[config.mk]
export PLATFORM = sky130hd
export DESIGN_NAME = mem_port_arbiter_flat
export DESIGN_NICKNAME = d
export VERILOG_FILES = /design/src/rtl/mem_port_arbiter_if.sv /design/src/rtl/mem_port_arbiter.sv /design/src/flat_wrapper.sv
export SDC_FILE = /design/constraint.sdc
export NUM_CORES = 1
export LEC_CHECK = 0
export ABC_AREA = 1
export CAP_MARGIN = 30
export CORE_AREA = 2 2 144 146
export DETAILED_ROUTE_END_ITERATION = 16
export DIE_AREA = 0 0 146 148
export GPL_TIMING_DRIVEN = 0
export PLACE_DENSITY = 0.77
export SKIP_CTS_REPAIR_TIMING = 1
export SYNTH_ARGS = -nofsm -noshare
export SYNTH_HDL_FRONTEND = slang
export SYNTH_SLANG_ARGS = --single-unit
[constraint.sdc]
create_clock -name clk -period 4.4 [get_ports clk]
set_input_delay 0.88 -clock clk [delete_from_list [all_inputs] [get_ports clk]]
set_output_delay 0.88 -clock clk [all_outputs]
set_load 0.005 [all_outputs]
[src/rtl/mem_port_arbiter_if.sv]
// Core-side fetch/load-store handshakes, downstream memory bus and perf counters
// of the shared memory port; master = arbiter view, slave = core/memory view.
interface mem_port_arbiter_if;
  logic        Inst_Req_Valid;
  logic [31:0] Inst_Addr;
  logic        Inst_Req_Ack;
  logic [31:0] Instruction;
  logic        Inst_Valid;
  logic        Inst_Ack;
  logic [31:0] Address;
  logic        MemWrite;
  logic        MemRead;
  logic [31:0] Write_data;
  logic [3:0]  Write_strb;
  logic        Mem_Req_Ack;
  logic [31:0] Read_data;
  logic        Read_data_Valid;
  logic        Read_data_Ack;
  logic        Bus_Req_Valid;
  logic        Bus_Req_Ack;
  logic [31:0] Bus_Addr;
  logic        Bus_Wen;
  logic [31:0] Bus_Wdata;
  logic [3:0]  Bus_Wstrb;
  logic [31:0] Bus_Rdata;
  logic        Bus_Rdata_Valid;
  logic        Bus_Rdata_Ack;
  logic [31:0] Grant_Inst_Cnt;
  logic [31:0] Grant_Data_Cnt;
  logic [31:0] Conflict_Cnt;

  modport master (
    input  Inst_Req_Valid, Inst_Addr, Inst_Ack,
    input  Address, MemWrite, MemRead, Write_data, Write_strb, Read_data_Ack,
    input  Bus_Req_Ack, Bus_Rdata, Bus_Rdata_Valid,
    output Inst_Req_Ack, Instruction, Inst_Valid,
    output Mem_Req_Ack, Read_data, Read_data_Valid,
    output Bus_Req_Valid, Bus_Addr, Bus_Wen, Bus_Wdata, Bus_Wstrb, Bus_Rdata_Ack,
    output Grant_Inst_Cnt, Grant_Data_Cnt, Conflict_Cnt
  );

  modport slave (
    output Inst_Req_Valid, Inst_Addr, Inst_Ack,
    output Address, MemWrite, MemRead, Write_data, Write_strb, Read_data_Ack,
    output Bus_Req_Ack, Bus_Rdata, Bus_Rdata_Valid,
    input  Inst_Req_Ack, Instruction, Inst_Valid,
    input  Mem_Req_Ack, Read_data, Read_data_Valid,
    input  Bus_Req_Valid, Bus_Addr, Bus_Wen, Bus_Wdata, Bus_Wstrb, Bus_Rdata_Ack,
    input  Grant_Inst_Cnt, Grant_Data_Cnt, Conflict_Cnt
  );
endinterface

[src/rtl/mem_port_arbiter.sv]
// Round-robin arbiter of fetch and load/store channels onto one memory port.
// Grant is registered (one cycle); request acks and response path are combinational pass-through.
module mem_port_arbiter (
  input  logic               clk,
  input  logic               rst,
  mem_port_arbiter_if.master port
);

  typedef enum logic [4:0] {
    IDLE   = 5'b00001,
    I_REQ  = 5'b00010,
    I_RESP = 5'b00100,
    D_REQ  = 5'b01000,
    D_RESP = 5'b10000
  } state_t;

  state_t      state, state_nxt;
  logic        last;
  logic [31:0] grant_inst_cnt, grant_data_cnt, conflict_cnt;
  logic        inst_req, data_req, in_idle;
  logic        grant_inst, grant_data, conflict;

  assign inst_req = port.Inst_Req_Valid;
  assign data_req = port.MemRead | port.MemWrite;
  assign in_idle  = (state == IDLE);

  // On contention the channel that did not win last time is granted.
  assign grant_inst = in_idle & inst_req & (~data_req | last);
  assign grant_data = in_idle & data_req & (~inst_req | ~last);
  assign conflict   = in_idle & inst_req & data_req;

  always_ff @(posedge clk or posedge rst) begin
    if (rst) state <= IDLE;
    else     state <= state_nxt;
  end

  always_comb begin
    state_nxt = state;
    case (state)
      IDLE:   if (grant_inst) state_nxt = I_REQ;
              else if (grant_data) state_nxt = D_REQ;
      I_REQ:  if (port.Bus_Req_Ack) state_nxt = I_RESP;
      I_RESP: if (port.Bus_Rdata_Valid & port.Inst_Ack) state_nxt = IDLE;
      // A store (including read+write together) has no response phase.
      D_REQ:  if (port.Bus_Req_Ack) state_nxt = port.MemWrite ? IDLE : D_RESP;
      D_RESP: if (port.Bus_Rdata_Valid & port.Read_data_Ack) state_nxt = IDLE;
      default: state_nxt = IDLE;
    endcase
  end

  always_comb begin
    port.Bus_Req_Valid   = 1'b0;
    port.Bus_Addr        = 32'h0;
    port.Bus_Wen         = 1'b0;
    port.Bus_Wdata       = 32'h0;
    port.Bus_Wstrb       = 4'h0;
    port.Bus_Rdata_Ack   = 1'b0;
    port.Inst_Req_Ack    = 1'b0;
    port.Instruction     = 32'h0;
    port.Inst_Valid      = 1'b0;
    port.Mem_Req_Ack     = 1'b0;
    port.Read_data       = 32'h0;
    port.Read_data_Valid = 1'b0;
    case (state)
      I_REQ: begin
        port.Bus_Req_Valid = 1'b1;
        port.Bus_Addr      = port.Inst_Addr;
        port.Inst_Req_Ack  = port.Bus_Req_Ack;
      end
      I_RESP: begin
        port.Instruction   = port.Bus_Rdata;
        port.Inst_Valid    = port.Bus_Rdata_Valid;
        port.Bus_Rdata_Ack = port.Inst_Ack;
      end
      D_REQ: begin
        port.Bus_Req_Valid = 1'b1;
        port.Bus_Addr      = port.Address;
        port.Bus_Wen       = port.MemWrite;
        port.Bus_Wdata     = port.Write_data;
        port.Bus_Wstrb     = port.MemWrite ? port.Write_strb : 4'h0;
        port.Mem_Req_Ack   = port.Bus_Req_Ack;
      end
      D_RESP: begin
        port.Read_data       = port.Bus_Rdata;
        port.Read_data_Valid = port.Bus_Rdata_Valid;
        port.Bus_Rdata_Ack   = port.Read_data_Ack;
      end
      default: ;
    endcase
  end

  // last resets to data so the first conflict after reset goes to fetch.
  always_ff @(posedge clk or posedge rst) begin
    if (rst) begin
      last           <= 1'b1;
      grant_inst_cnt <= 32'h0;
      grant_data_cnt <= 32'h0;
      conflict_cnt   <= 32'h0;
    end else begin
      if (grant_inst) begin
        last           <= 1'b0;
        grant_inst_cnt <= grant_inst_cnt + 32'h1;
      end else if (grant_data) begin
        last           <= 1'b1;
        grant_data_cnt <= grant_data_cnt + 32'h1;
      end
      if (conflict) conflict_cnt <= conflict_cnt + 32'h1;
    end
  end

  assign port.Grant_Inst_Cnt = grant_inst_cnt;
  assign port.Grant_Data_Cnt = grant_data_cnt;
  assign port.Conflict_Cnt   = conflict_cnt;

endmodule

[src/flat_wrapper.sv]
// flat-port wrapper written by rule: the top's interface ports become plain ports
module mem_port_arbiter_flat 
  (clk, rst, port_Inst_Req_Valid, port_Inst_Addr, port_Inst_Ack, port_Address, port_MemWrite, port_MemRead, port_Write_data, port_Write_strb, port_Read_data_Ack, port_Bus_Req_Ack, port_Bus_Rdata, port_Bus_Rdata_Valid, port_Inst_Req_Ack, port_Instruction, port_Inst_Valid, port_Mem_Req_Ack, port_Read_data, port_Read_data_Valid, port_Bus_Req_Valid, port_Bus_Addr, port_Bus_Wen, port_Bus_Wdata, port_Bus_Wstrb, port_Bus_Rdata_Ack, port_Grant_Inst_Cnt, port_Grant_Data_Cnt, port_Conflict_Cnt);
  mem_port_arbiter_if port_i ();
  input  logic clk;
  input  logic rst;
  input wire logic [$bits(port_i.Inst_Req_Valid)-1:0] port_Inst_Req_Valid;
  input wire logic [$bits(port_i.Inst_Addr)-1:0] port_Inst_Addr;
  input wire logic [$bits(port_i.Inst_Ack)-1:0] port_Inst_Ack;
  input wire logic [$bits(port_i.Address)-1:0] port_Address;
  input wire logic [$bits(port_i.MemWrite)-1:0] port_MemWrite;
  input wire logic [$bits(port_i.MemRead)-1:0] port_MemRead;
  input wire logic [$bits(port_i.Write_data)-1:0] port_Write_data;
  input wire logic [$bits(port_i.Write_strb)-1:0] port_Write_strb;
  input wire logic [$bits(port_i.Read_data_Ack)-1:0] port_Read_data_Ack;
  input wire logic [$bits(port_i.Bus_Req_Ack)-1:0] port_Bus_Req_Ack;
  input wire logic [$bits(port_i.Bus_Rdata)-1:0] port_Bus_Rdata;
  input wire logic [$bits(port_i.Bus_Rdata_Valid)-1:0] port_Bus_Rdata_Valid;
  output wire logic [$bits(port_i.Inst_Req_Ack)-1:0] port_Inst_Req_Ack;
  output wire logic [$bits(port_i.Instruction)-1:0] port_Instruction;
  output wire logic [$bits(port_i.Inst_Valid)-1:0] port_Inst_Valid;
  output wire logic [$bits(port_i.Mem_Req_Ack)-1:0] port_Mem_Req_Ack;
  output wire logic [$bits(port_i.Read_data)-1:0] port_Read_data;
  output wire logic [$bits(port_i.Read_data_Valid)-1:0] port_Read_data_Valid;
  output wire logic [$bits(port_i.Bus_Req_Valid)-1:0] port_Bus_Req_Valid;
  output wire logic [$bits(port_i.Bus_Addr)-1:0] port_Bus_Addr;
  output wire logic [$bits(port_i.Bus_Wen)-1:0] port_Bus_Wen;
  output wire logic [$bits(port_i.Bus_Wdata)-1:0] port_Bus_Wdata;
  output wire logic [$bits(port_i.Bus_Wstrb)-1:0] port_Bus_Wstrb;
  output wire logic [$bits(port_i.Bus_Rdata_Ack)-1:0] port_Bus_Rdata_Ack;
  output wire logic [$bits(port_i.Grant_Inst_Cnt)-1:0] port_Grant_Inst_Cnt;
  output wire logic [$bits(port_i.Grant_Data_Cnt)-1:0] port_Grant_Data_Cnt;
  output wire logic [$bits(port_i.Conflict_Cnt)-1:0] port_Conflict_Cnt;
  assign port_i.Inst_Req_Valid = port_Inst_Req_Valid;
  assign port_i.Inst_Addr = port_Inst_Addr;
  assign port_i.Inst_Ack = port_Inst_Ack;
  assign port_i.Address = port_Address;
  assign port_i.MemWrite = port_MemWrite;
  assign port_i.MemRead = port_MemRead;
  assign port_i.Write_data = port_Write_data;
  assign port_i.Write_strb = port_Write_strb;
  assign port_i.Read_data_Ack = port_Read_data_Ack;
  assign port_i.Bus_Req_Ack = port_Bus_Req_Ack;
  assign port_i.Bus_Rdata = port_Bus_Rdata;
  assign port_i.Bus_Rdata_Valid = port_Bus_Rdata_Valid;
  assign port_Inst_Req_Ack = port_i.Inst_Req_Ack;
  assign port_Instruction = port_i.Instruction;
  assign port_Inst_Valid = port_i.Inst_Valid;
  assign port_Mem_Req_Ack = port_i.Mem_Req_Ack;
  assign port_Read_data = port_i.Read_data;
  assign port_Read_data_Valid = port_i.Read_data_Valid;
  assign port_Bus_Req_Valid = port_i.Bus_Req_Valid;
  assign port_Bus_Addr = port_i.Bus_Addr;
  assign port_Bus_Wen = port_i.Bus_Wen;
  assign port_Bus_Wdata = port_i.Bus_Wdata;
  assign port_Bus_Wstrb = port_i.Bus_Wstrb;
  assign port_Bus_Rdata_Ack = port_i.Bus_Rdata_Ack;
  assign port_Grant_Inst_Cnt = port_i.Grant_Inst_Cnt;
  assign port_Grant_Data_Cnt = port_i.Grant_Data_Cnt;
  assign port_Conflict_Cnt = port_i.Conflict_Cnt;
  mem_port_arbiter u_core (.clk(clk), .rst(rst), .port(port_i));
endmodule
==> flow_summary.ini <==
; flow metrics
[run_status]
outcome = finished clean

[worst_hold_path]
min_delay_path_depth = 1

[synthesis]
async_flop_share = 1.00
synth_top_cell_by_count = nand2_1
top_logic_kind = simple AND/OR/NAND/NOR gates
yosysWarnings = 0
synth_top_cell_by_area = dfrtp_1

[grt]
grt_pass1_vias = 8306
grt_remaining_overflow = 0
grt_max_degree = 54

[floorplan]
pin_count = 376

[power]
p_per_area_mw_per_mm2 = 283
pg_clk_w = 0.000775
p_comb_w = 0.00144
clkPwrFrac = 0.230
pwr-share-comb = 0.428

[detailed_routing]
wl_per_cell_um = 17.8
dr.first_iter.drc_count = 745
wl_met1_mm = 14.6

[final_timing]
max_freq_mhz = 272
fin_tns_setup_ns = 0
fin_crit_ns = 3.67
rsz0062_at_grt = false
layout_worst_path_cycle_share = 0.834

[placement]
portBuffers = 375
gp_congestion = 0.942

[job]
warning_count = 26

[worst_setup_path]
rr_worst_depth = 10
cp-endpoint = port_Bus_Wstrb[3]
cp_top_family = buffers and inverters
reg2reg_to = u_core.port.Conflict_Cnt[30]

[clock_tree]
path_clk_slew_ns = 0.07
insertion_delay_ns = 0.36

[cells_and_area]
fillers = 1910
comb_share = 0.330
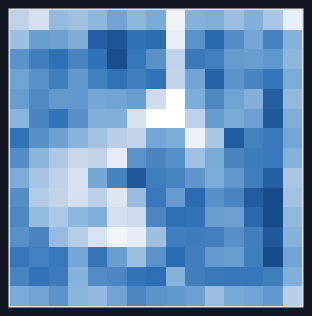
util_map.png
Drawn at 2 px/um. The die is cut into 15 by 15 equal tiles; white is low, dark blue is high, 0 to 100% covered.
- nearly empty tiles: 1.3%
- mean over tiles: 53%
- fullest tile: 90%
- tiles over 75% full: 8.4%
fp_density: 0.373
core area: 0.0200 mm^2

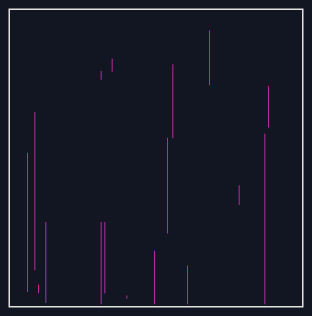
m4.png
Drawn at 2 px/um.
- nets with wire on the layer: 14
- main direction: vertical
- wire length on this layer: 552 um
- share of all routed wire: 1.6%
- longest straight run: 85.0 um

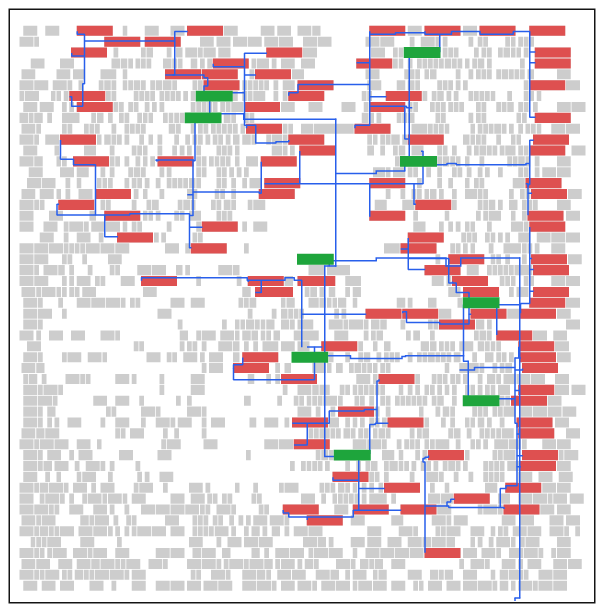
clock_wires.png
Drawn at 4 px/um.
- red: flip-flops (count 102)
- green: clock-net drivers (count 9)
- blue: clock wires (length 1450 um)
- routed clock nets: 10

Power figures rest on the tool's default switching activity, not on a simulated workload.
